### src/rtl/proc_fl_out_fifo_if.sv
// Consumer-side stream of the processor output FIFO: head entry data, address tag
// and a first-word-fall-through valid/ready handshake.
interface proc_fl_out_fifo_if #(
  parameter int NBDATA = 23,
  parameter int NBADDR = 1
);
  logic [NBDATA-1:0] m_data;
  logic [NBADDR-1:0] m_addr;
  logic              m_valid;
  logic              m_ready;

  modport master (output m_data, output m_addr, output m_valid, input m_ready);
  modport slave  (input m_data, input m_addr, input m_valid, output m_ready);
endinterface

### src/rtl/proc_fl_out_fifo.sv
// Tagged FIFO behind the floating-point processor output port: captures masked output
// writes, drains them first-word-fall-through, and reports level/full/afull/sticky overflow.
module proc_fl_out_fifo #(
  parameter int NBMANT = 16,
  parameter int NBEXPO = 6,
  parameter int NUIOOU = 2,
  parameter int DEPTH  = 8,
  parameter int AFULL  = 6,
  localparam int NBDATA = NBMANT + NBEXPO + 1,
  localparam int NBADDR = (NUIOOU > 1) ? $clog2(NUIOOU) : 1,
  localparam int NBLVL  = $clog2(DEPTH) + 1,
  parameter logic [NUIOOU-1:0] ADDRMSK = {NUIOOU{1'b1}}
) (
  input  logic               clk,
  input  logic               rst,
  input  logic               out_en_i,
  input  logic [NBADDR-1:0]  addr_out_i,
  input  logic [NBDATA-1:0]  io_out_i,
  proc_fl_out_fifo_if.master m_if,
  output logic [NBLVL-1:0]   level_o,
  output logic               full_o,
  output logic               afull_o,
  output logic               ovf_o,
  input  logic               ovf_clr_i
);

  localparam int NBPTR = (DEPTH > 1) ? $clog2(DEPTH) : 1;
  localparam int NBENT = NBADDR + NBDATA;

  // Addresses beyond NUIOOU never match a mask bit, so their writes are ignored.
  function automatic logic addr_enabled(input logic [NBADDR-1:0] addr);
    logic hit;
    hit = 1'b0;
    for (int i = 0; i < NUIOOU; i++) begin
      if (addr == NBADDR'(i)) begin
        hit = ADDRMSK[i];
      end
    end
    return hit;
  endfunction

  logic [NBENT-1:0] mem_q [DEPTH];
  logic [NBPTR-1:0] wptr_q, wptr_d;
  logic [NBPTR-1:0] rptr_q, rptr_d;
  logic [NBLVL-1:0] level_q, level_d;
  logic             valid_q, valid_d;
  logic             full_q, full_d;
  logic             afull_q, afull_d;
  logic             ovf_q, ovf_d;
  logic             push_req_s, pop_s, push_s;
  logic [NBENT-1:0] head_s;

  // Handshake decode and next-state for pointers, level, flags and overflow.
  always_comb begin
    push_req_s = out_en_i & addr_enabled(addr_out_i);
    pop_s      = valid_q & m_if.m_ready;
    push_s     = push_req_s & (~full_q | pop_s);

    wptr_d  = wptr_q;
    rptr_d  = rptr_q;
    level_d = level_q;
    ovf_d   = ovf_q;

    if (push_s) begin
      wptr_d = wptr_q + NBPTR'(1);
    end else begin
      wptr_d = wptr_q;
    end

    if (pop_s) begin
      rptr_d = rptr_q + NBPTR'(1);
    end else begin
      rptr_d = rptr_q;
    end

    case ({push_s, pop_s})
      2'b10:   level_d = level_q + NBLVL'(1);
      2'b01:   level_d = level_q - NBLVL'(1);
      default: level_d = level_q;
    endcase

    // A dropped write takes priority over a clear in the same cycle.
    if (push_req_s & full_q & ~pop_s) begin
      ovf_d = 1'b1;
    end else if (ovf_clr_i) begin
      ovf_d = 1'b0;
    end else begin
      ovf_d = ovf_q;
    end

    valid_d = (level_d != {NBLVL{1'b0}});
    full_d  = (level_d == NBLVL'(DEPTH));
    afull_d = (level_d >= NBLVL'(AFULL));
  end

  // Pointer, level, flag and overflow registers.
  always_ff @(posedge clk) begin
    if (rst) begin
      wptr_q  <= {NBPTR{1'b0}};
      rptr_q  <= {NBPTR{1'b0}};
      level_q <= {NBLVL{1'b0}};
      valid_q <= 1'b0;
      full_q  <= 1'b0;
      afull_q <= 1'b0;
      ovf_q   <= 1'b0;
    end else begin
      wptr_q  <= wptr_d;
      rptr_q  <= rptr_d;
      level_q <= level_d;
      valid_q <= valid_d;
      full_q  <= full_d;
      afull_q <= afull_d;
      ovf_q   <= ovf_d;
    end
  end

  // Entry storage; contents need no reset since validity is tracked by the level.
  always_ff @(posedge clk) begin
    if (push_s) begin
      mem_q[wptr_q] <= {addr_out_i, io_out_i};
    end
  end

  assign head_s       = mem_q[rptr_q];
  assign m_if.m_data  = head_s[NBDATA-1:0];
  assign m_if.m_addr  = head_s[NBENT-1:NBDATA];
  assign m_if.m_valid = valid_q;
  assign level_o      = level_q;
  assign full_o       = full_q;
  assign afull_o      = afull_q;
  assign ovf_o        = ovf_q;

endmodule

### src/flat_wrapper.sv
// flat-port wrapper written by rule: the top's interface ports become plain ports
module proc_fl_out_fifo_flat 
#(
  parameter int NBMANT = 16,
  parameter int NBEXPO = 6,
  parameter int NUIOOU = 2,
  parameter int DEPTH  = 8,
  parameter int AFULL  = 6,
  localparam int NBDATA = NBMANT + NBEXPO + 1,
  localparam int NBADDR = (NUIOOU > 1) ? $clog2(NUIOOU) : 1,
  localparam int NBLVL  = $clog2(DEPTH) + 1,
  parameter logic [NUIOOU-1:0] ADDRMSK = {NUIOOU{1'b1}}
)
  (clk, rst, out_en_i, addr_out_i, io_out_i, level_o, full_o, afull_o, ovf_o, ovf_clr_i, m_if_m_data, m_if_m_addr, m_if_m_valid, m_if_m_ready);
  proc_fl_out_fifo_if #(.NBDATA((23)), .NBADDR((1))) m_if_i ();
  input  logic clk;
  input  logic rst;
  input  logic out_en_i;
  input  logic [NBADDR-1:0] addr_out_i;
  input  logic [NBDATA-1:0] io_out_i;
  output logic [NBLVL-1:0] level_o;
  output logic full_o;
  output logic afull_o;
  output logic ovf_o;
  input  logic ovf_clr_i;
  output wire logic [$bits(m_if_i.m_data)-1:0] m_if_m_data;
  output wire logic [$bits(m_if_i.m_addr)-1:0] m_if_m_addr;
  output wire logic [$bits(m_if_i.m_valid)-1:0] m_if_m_valid;
  input wire logic [$bits(m_if_i.m_ready)-1:0] m_if_m_ready;
  assign m_if_m_data = m_if_i.m_data;
  assign m_if_m_addr = m_if_i.m_addr;
  assign m_if_m_valid = m_if_i.m_valid;
  assign m_if_i.m_ready = m_if_m_ready;
  proc_fl_out_fifo #(.NBMANT(NBMANT), .NBEXPO(NBEXPO), .NUIOOU(NUIOOU), .DEPTH(DEPTH), .AFULL(AFULL), .ADDRMSK(ADDRMSK)) u_core (.clk(clk), .rst(rst), .out_en_i(out_en_i), .addr_out_i(addr_out_i), .io_out_i(io_out_i), .m_if(m_if_i), .level_o(level_o), .full_o(full_o), .afull_o(afull_o), .ovf_o(ovf_o), .ovf_clr_i(ovf_clr_i));
endmodule
### config.mk
export PLATFORM = sky130hd
export DESIGN_NAME = proc_fl_out_fifo_flat
export DESIGN_NICKNAME = d
export VERILOG_FILES = /design/src/rtl/proc_fl_out_fifo_if.sv /design/src/rtl/proc_fl_out_fifo.sv /design/src/flat_wrapper.sv
export SDC_FILE = /design/constraint.sdc
export NUM_CORES = 1
export LEC_CHECK = 0
export ABC_CLOCK_PERIOD_IN_PS = 4700
export CORE_MARGIN = 2
export CORE_UTILIZATION = 40
export DETAILED_ROUTE_END_ITERATION = 10
export SLEW_MARGIN = 20
export SYNTH_ARGS = -nofsm -noshare
export SYNTH_HDL_FRONTEND = slang
export SYNTH_SLANG_ARGS = --single-unit
### constraint.sdc
create_clock -name clk -period 4.7 [get_ports clk]
set_input_delay 1.175 -clock clk [delete_from_list [all_inputs] [get_ports clk]]
set_output_delay 1.175 -clock clk [all_outputs]
set_load 0.005 [all_outputs]
==> impl_metrics.csv, run 1 <==
group,metric,value,unit
grt,number_of_antenna_violations_at_the_first_check_in_global_routing,0,
worst_setup_path,critPathRequiredTime,3520,ps
power,ir_worst_vdd,0.2477,mV
final_layout,regMostFlops,"u_core.mem_q",
clocking,clock_latency_on_the_worst_skew_pair,490,ps
floorplan,tap-cell-count,265,
final_layout,combinational_share_of_cell_area,18.28,%
power,power_frac_seq,48.3,%
detailed_routing,route.top_layer_used,"met4",
hold_path,min-delay-path-class,"flip-flop to flip-flop",
power,powerClk,1.77,mW
final_layout,seqAreaFraction,62.92,%
sta,tightestPinTransition,761.9,ps
power,design_power_total,4.481,mW
grt,grt_pass1_vias,4067,
final_layout,inverters_excl_clock,4,
synth,yosys-stat-cells,362,
synth,ys_seq_elements,209,
floorplan,chipHeight,145,um
sta,setup_tns,0,ps
detailed_routing,ant_nets,0,
floorplan,chip_area,0.02103,mm^2
synth,yosys.area_share.adder,0.7867,%
hold_path,start_point_of_the_worst_hold_path,"u_core.rptr_q[1]",
sta,hold-worst-slack,498.3,ps
grt,globalRoute.busiestLayer,"met2",
power,power_density_over_cell_area,461.4,mW/mm^2
final_layout,clkbuf_count,30,
final_layout,antenna_cells,0,
synth,netlist_top_cells_count,"sky130_fd_sc_hd__edfxtp_1, sky130_fd_sc_hd__mux4_2, sky130_fd_sc_hd__mux2_2",
final_layout,layout.comb_gates.multi_input,135,
detailed_routing,met3RoutedLength,774,um
synth,simple_gate_share,2.297,%
grt,groute.usage.overall,14.11,%
detailed_routing,initialDrtViolationCount,246,
floorplan,core-area,0.01946,mm^2
final_layout,non_clock_buffer_area_share,7.524,%
worst_setup_path,critical_path.max_stage_delay,700,ps
synth,synthFlopType,"sky130_fd_sc_hd__edfxtp_1",
run_status,result_of_the_run,"completed",
sta,rsz0062_at_grt,"no",
synth,topCellsByArea,"sky130_fd_sc_hd__edfxtp_1, sky130_fd_sc_hd__mux4_2, sky130_fd_sc_hd__dfxtp_1, sky130_fd_sc_hd__mux2_2, sky130_fd_sc_hd__ha_1",
worst_setup_path,cpLargestDelayFamily,"multiplexers",
synth,ys_chip_area,0.007953,mm^2
worst_setup_path,cp-endpoint,"m_if_m_data[4]",
detailed_routing,wl_met2,7.194,mm
synth,async_reset_ff_share,0,%
clocking,holdBufCountCts,0,
worst_setup_path,critPathMaxFanout,27,
clocking,path_clk_slew,60,ps
synth,synth.avg_cell_area,21.97,um^2
floorplan,floorplanUtilization,40.86,%
sta,timing.final.crit_period,3979,ps
clocking,buffer_depth_of_the_longest_clock_path,3,
clocking,number_of_buffers_created_by_cts,22,
worst_setup_path,timing.critical_path.depth,4,
worst_setup_path,number_of_buffers_and_inverters_on_the_critical_path,2,
synth,synth_top_cell_by_count,"sky130_fd_sc_hd__edfxtp_1",
synth,synth_largest_type_area_fraction,72.50,%
worst_setup_path,worstSetupPathType,"flip-flop to output port",
flow_run,openroad_warning_count,27,
clocking,tritoncts,"done",
final_layout,final_common_cell,"sky130_fd_sc_hd__edfxtp_1",
place,place_ws,709.3,ps
worst_setup_path,endpoint_kind,"output port",
worst_setup_path,worst_ep_arrival_time,2800,ps
final_layout,filler_cell_count,1544,
grt,grt_overflow_total,0,
worst_setup_path,timing.critical_path.slowest_stage_cell,"sky130_fd_sc_hd__dfxtp_4",
worst_setup_path,crit_chain,"buf_4 > mux4_2 > mux2_2 > clkdlybuf4s50_1",
power,powerComb,0.547,mW
place,postPlaceCellArea,0.008964,mm^2
detailed_routing,dr.pass1.iters,6,
clocking,cts-root-buf,"sky130_fd_sc_hd__clkbuf_16",
power,power.sequential.total,2.17,mW
place,routabilityCongestion,0.6936,
power,power.net_switching,0.9275,mW
final_layout,fin_util,49.90,%
grt,global_route_wire_length_before_repair,23.04,mm
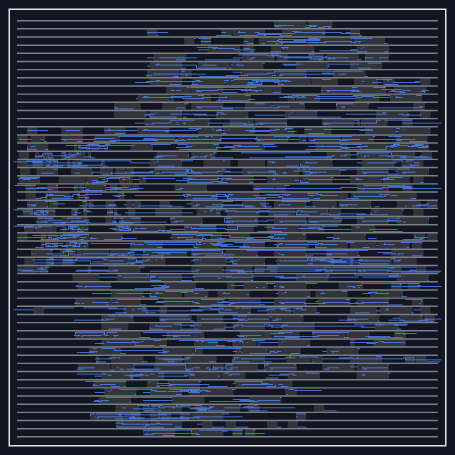
(run_1/m1.png)
Scale: 3 px per um. Supply wires on this layer in grey. Cells faint in the background.
wire length on this layer = 6370 um
longest straight run = 40.5 um
share of all routed wire = 44%
wire length after detailed routing: 14.51 mm
overall via count from detail_route: 3702
met1 track utilization from global routing: 19.19%

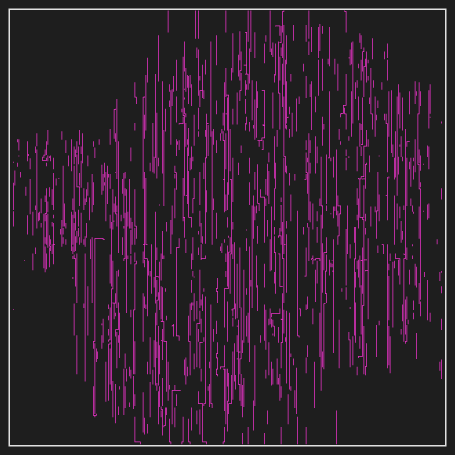
(run_1/m2.png)
Scale: 3 px per um.
nets with wire on the layer = 440
share of all routed wire = 50%
main direction = vertical
longest straight run = 58.5 um
met2 track demand over resource in global routing: 23.43%

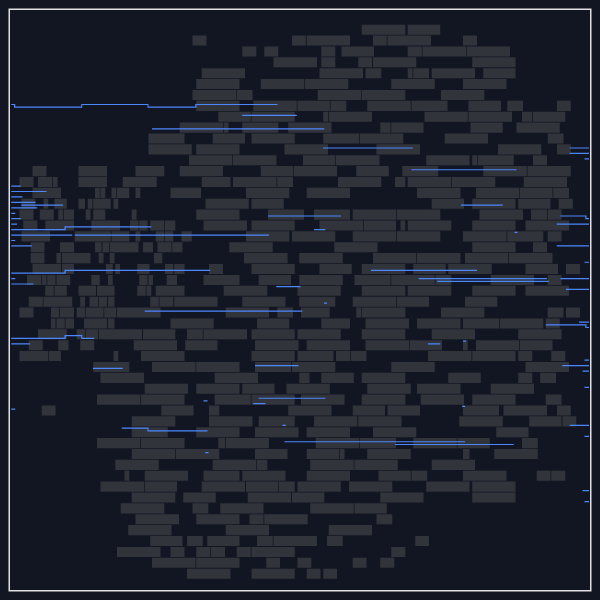
(run_1/m3.png)
Scale: 4 px per um. Cells faint in the background.
main direction = horizontal
share of all routed wire = 5.3%
met3 Use GR: 3.082%

==> run 2, diff against run 1 <==
--- a/config.mk
+++ b/config.mk
@@ -5,7 +5,7 @@
 export SDC_FILE = /design/constraint.sdc
 export NUM_CORES = 1
 export LEC_CHECK = 0
-export ABC_CLOCK_PERIOD_IN_PS = 4700
+export ABC_CLOCK_PERIOD_IN_PS = 4100
 export CORE_MARGIN = 2
 export CORE_UTILIZATION = 40
 export DETAILED_ROUTE_END_ITERATION = 10
==> constraint.sdc (replaced) <==
create_clock -name clk -period 4.1 [get_ports clk]
set_input_delay 1.025 -clock clk [delete_from_list [all_inputs] [get_ports clk]]
set_output_delay 1.025 -clock clk [all_outputs]
set_load 0.005 [all_outputs]
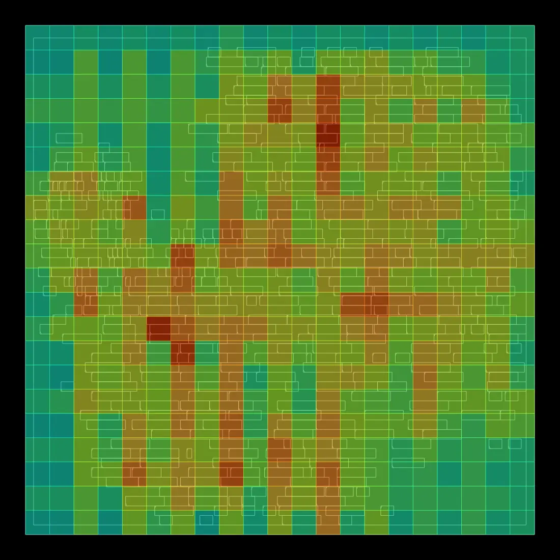
(run_2/congestion_map.png)
overall global routing resource usage: 14.50%
Most Crowded Layer GR: met2
Util after Layout: 50.09%
met2 track demand over resource in global routing: 23.79%

==> impl_metrics.csv, run 2 <==
group,metric,value,unit
sta,timing.final.crit_period,3716,ps
power,powerComb,0.648,mW
detailed_routing,route.top_layer_used,"met4",
synth,yosys-stat-cells,362,
hold_path,start_point_of_the_worst_hold_path,"u_core.rptr_q[1]",
final_layout,final_common_cell,"sky130_fd_sc_hd__edfxtp_1",
synth,simple_gate_share,2.297,%
detailed_routing,routedWlPerCell,20.34,um
grt,groute.layer.met1.usage,19.82,%
detailed_routing,ant_nets,0,
sta,tightestPinTransition,604.3,ps
worst_setup_path,cp-endpoint,"m_if_m_data[5]",
synth,async_reset_ff_share,0,%
sta,setup_tns,0,ps
synth,ys_seq_elements,209,
final_layout,clkbuf_count,29,
place,place_ws,296.5,ps
worst_setup_path,critical_path.max_stage_delay,590,ps
worst_setup_path,timing.critical_path.slowest_stage_cell,"sky130_fd_sc_hd__dfxtp_4",
power,ir_worst_vdd,0.2963,mV
synth,synth_nets,396,
detailed_routing,met3RoutedLength,765,um
synth,synthFlopType,"sky130_fd_sc_hd__edfxtp_1",
detailed_routing,dr_total_vias,3768,
power,power_frac_comb,12.7,%
clocking,cts-root-buf,"sky130_fd_sc_hd__clkbuf_16",
synth,yosys.area_share.adder,0.7867,%
floorplan,floorplanUtilization,40.86,%
clocking,tritoncts,"done",
place,port-buffer-count,60,
final_layout,antenna_cells,0,
worst_setup_path,critPathRequiredTime,3070,ps
clocking,number_of_buffers_created_by_cts,23,
synth,synth.avg_cell_area,21.97,um^2
detailed_routing,dr.pass1.iters,4,
detailed_routing,wl_met2,7.280,mm
floorplan,core-area,0.01946,mm^2
worst_setup_path,number_of_buffers_and_inverters_on_the_critical_path,2,
final_layout,seqAreaFraction,62.69,%
clocking,buffer_depth_of_the_longest_clock_path,3,
final_layout,regMostFlops,"u_core.mem_q",
power,design_power_total,5.082,mW
clocking,clock_latency_on_the_worst_skew_pair,490,ps
power,power.net_switching,1.092,mW
hold_path,min-delay-path-class,"flip-flop to flip-flop",
worst_setup_path,worst_ep_arrival_time,2690,ps
floorplan,chipHeight,145,um
worst_setup_path,critPathMaxFanout,18,
synth,topCellsByArea,"sky130_fd_sc_hd__edfxtp_1, sky130_fd_sc_hd__mux4_2, sky130_fd_sc_hd__dfxtp_1, sky130_fd_sc_hd__mux2_2, sky130_fd_sc_hd__ha_1",
detailed_routing,drt-total-wl,14.91,mm
final_layout,combinational_share_of_cell_area,18.21,%
grt,global_route_wire_length_before_repair,23.77,mm
sta,rsz0062_at_grt,"no",
place,postPlaceCellArea,0.009021,mm^2
clocking,holdBufCountCts,0,
worst_setup_path,endpoint_kind,"output port",
worst_setup_path,timing.critical_path.depth,4,
final_layout,layout.comb_gates.multi_input,135,
run_status,result_of_the_run,"completed",
worst_setup_path,crit_chain,"buf_4 > mux4_2 > mux2_2 > clkdlybuf4s50_1",
power,power_density_over_cell_area,521.3,mW/mm^2
final_layout,non_clock_buffer_area_share,8.086,%
floorplan,tap-cell-count,265,
power,power.sequential.total,2.47,mW
synth,synth_top_cell_by_count,"sky130_fd_sc_hd__edfxtp_1",
grt,grt_pass1_vias,4162,
floorplan,chip_area,0.02103,mm^2
worst_setup_path,worstSetupPathType,"flip-flop to output port",
grt,number_of_antenna_violations_at_the_first_check_in_global_routing,0,
clocking,path_clk_slew,60,ps
final_layout,filler_cell_count,1543,
Power is estimated from default activity; no workload was simulated.
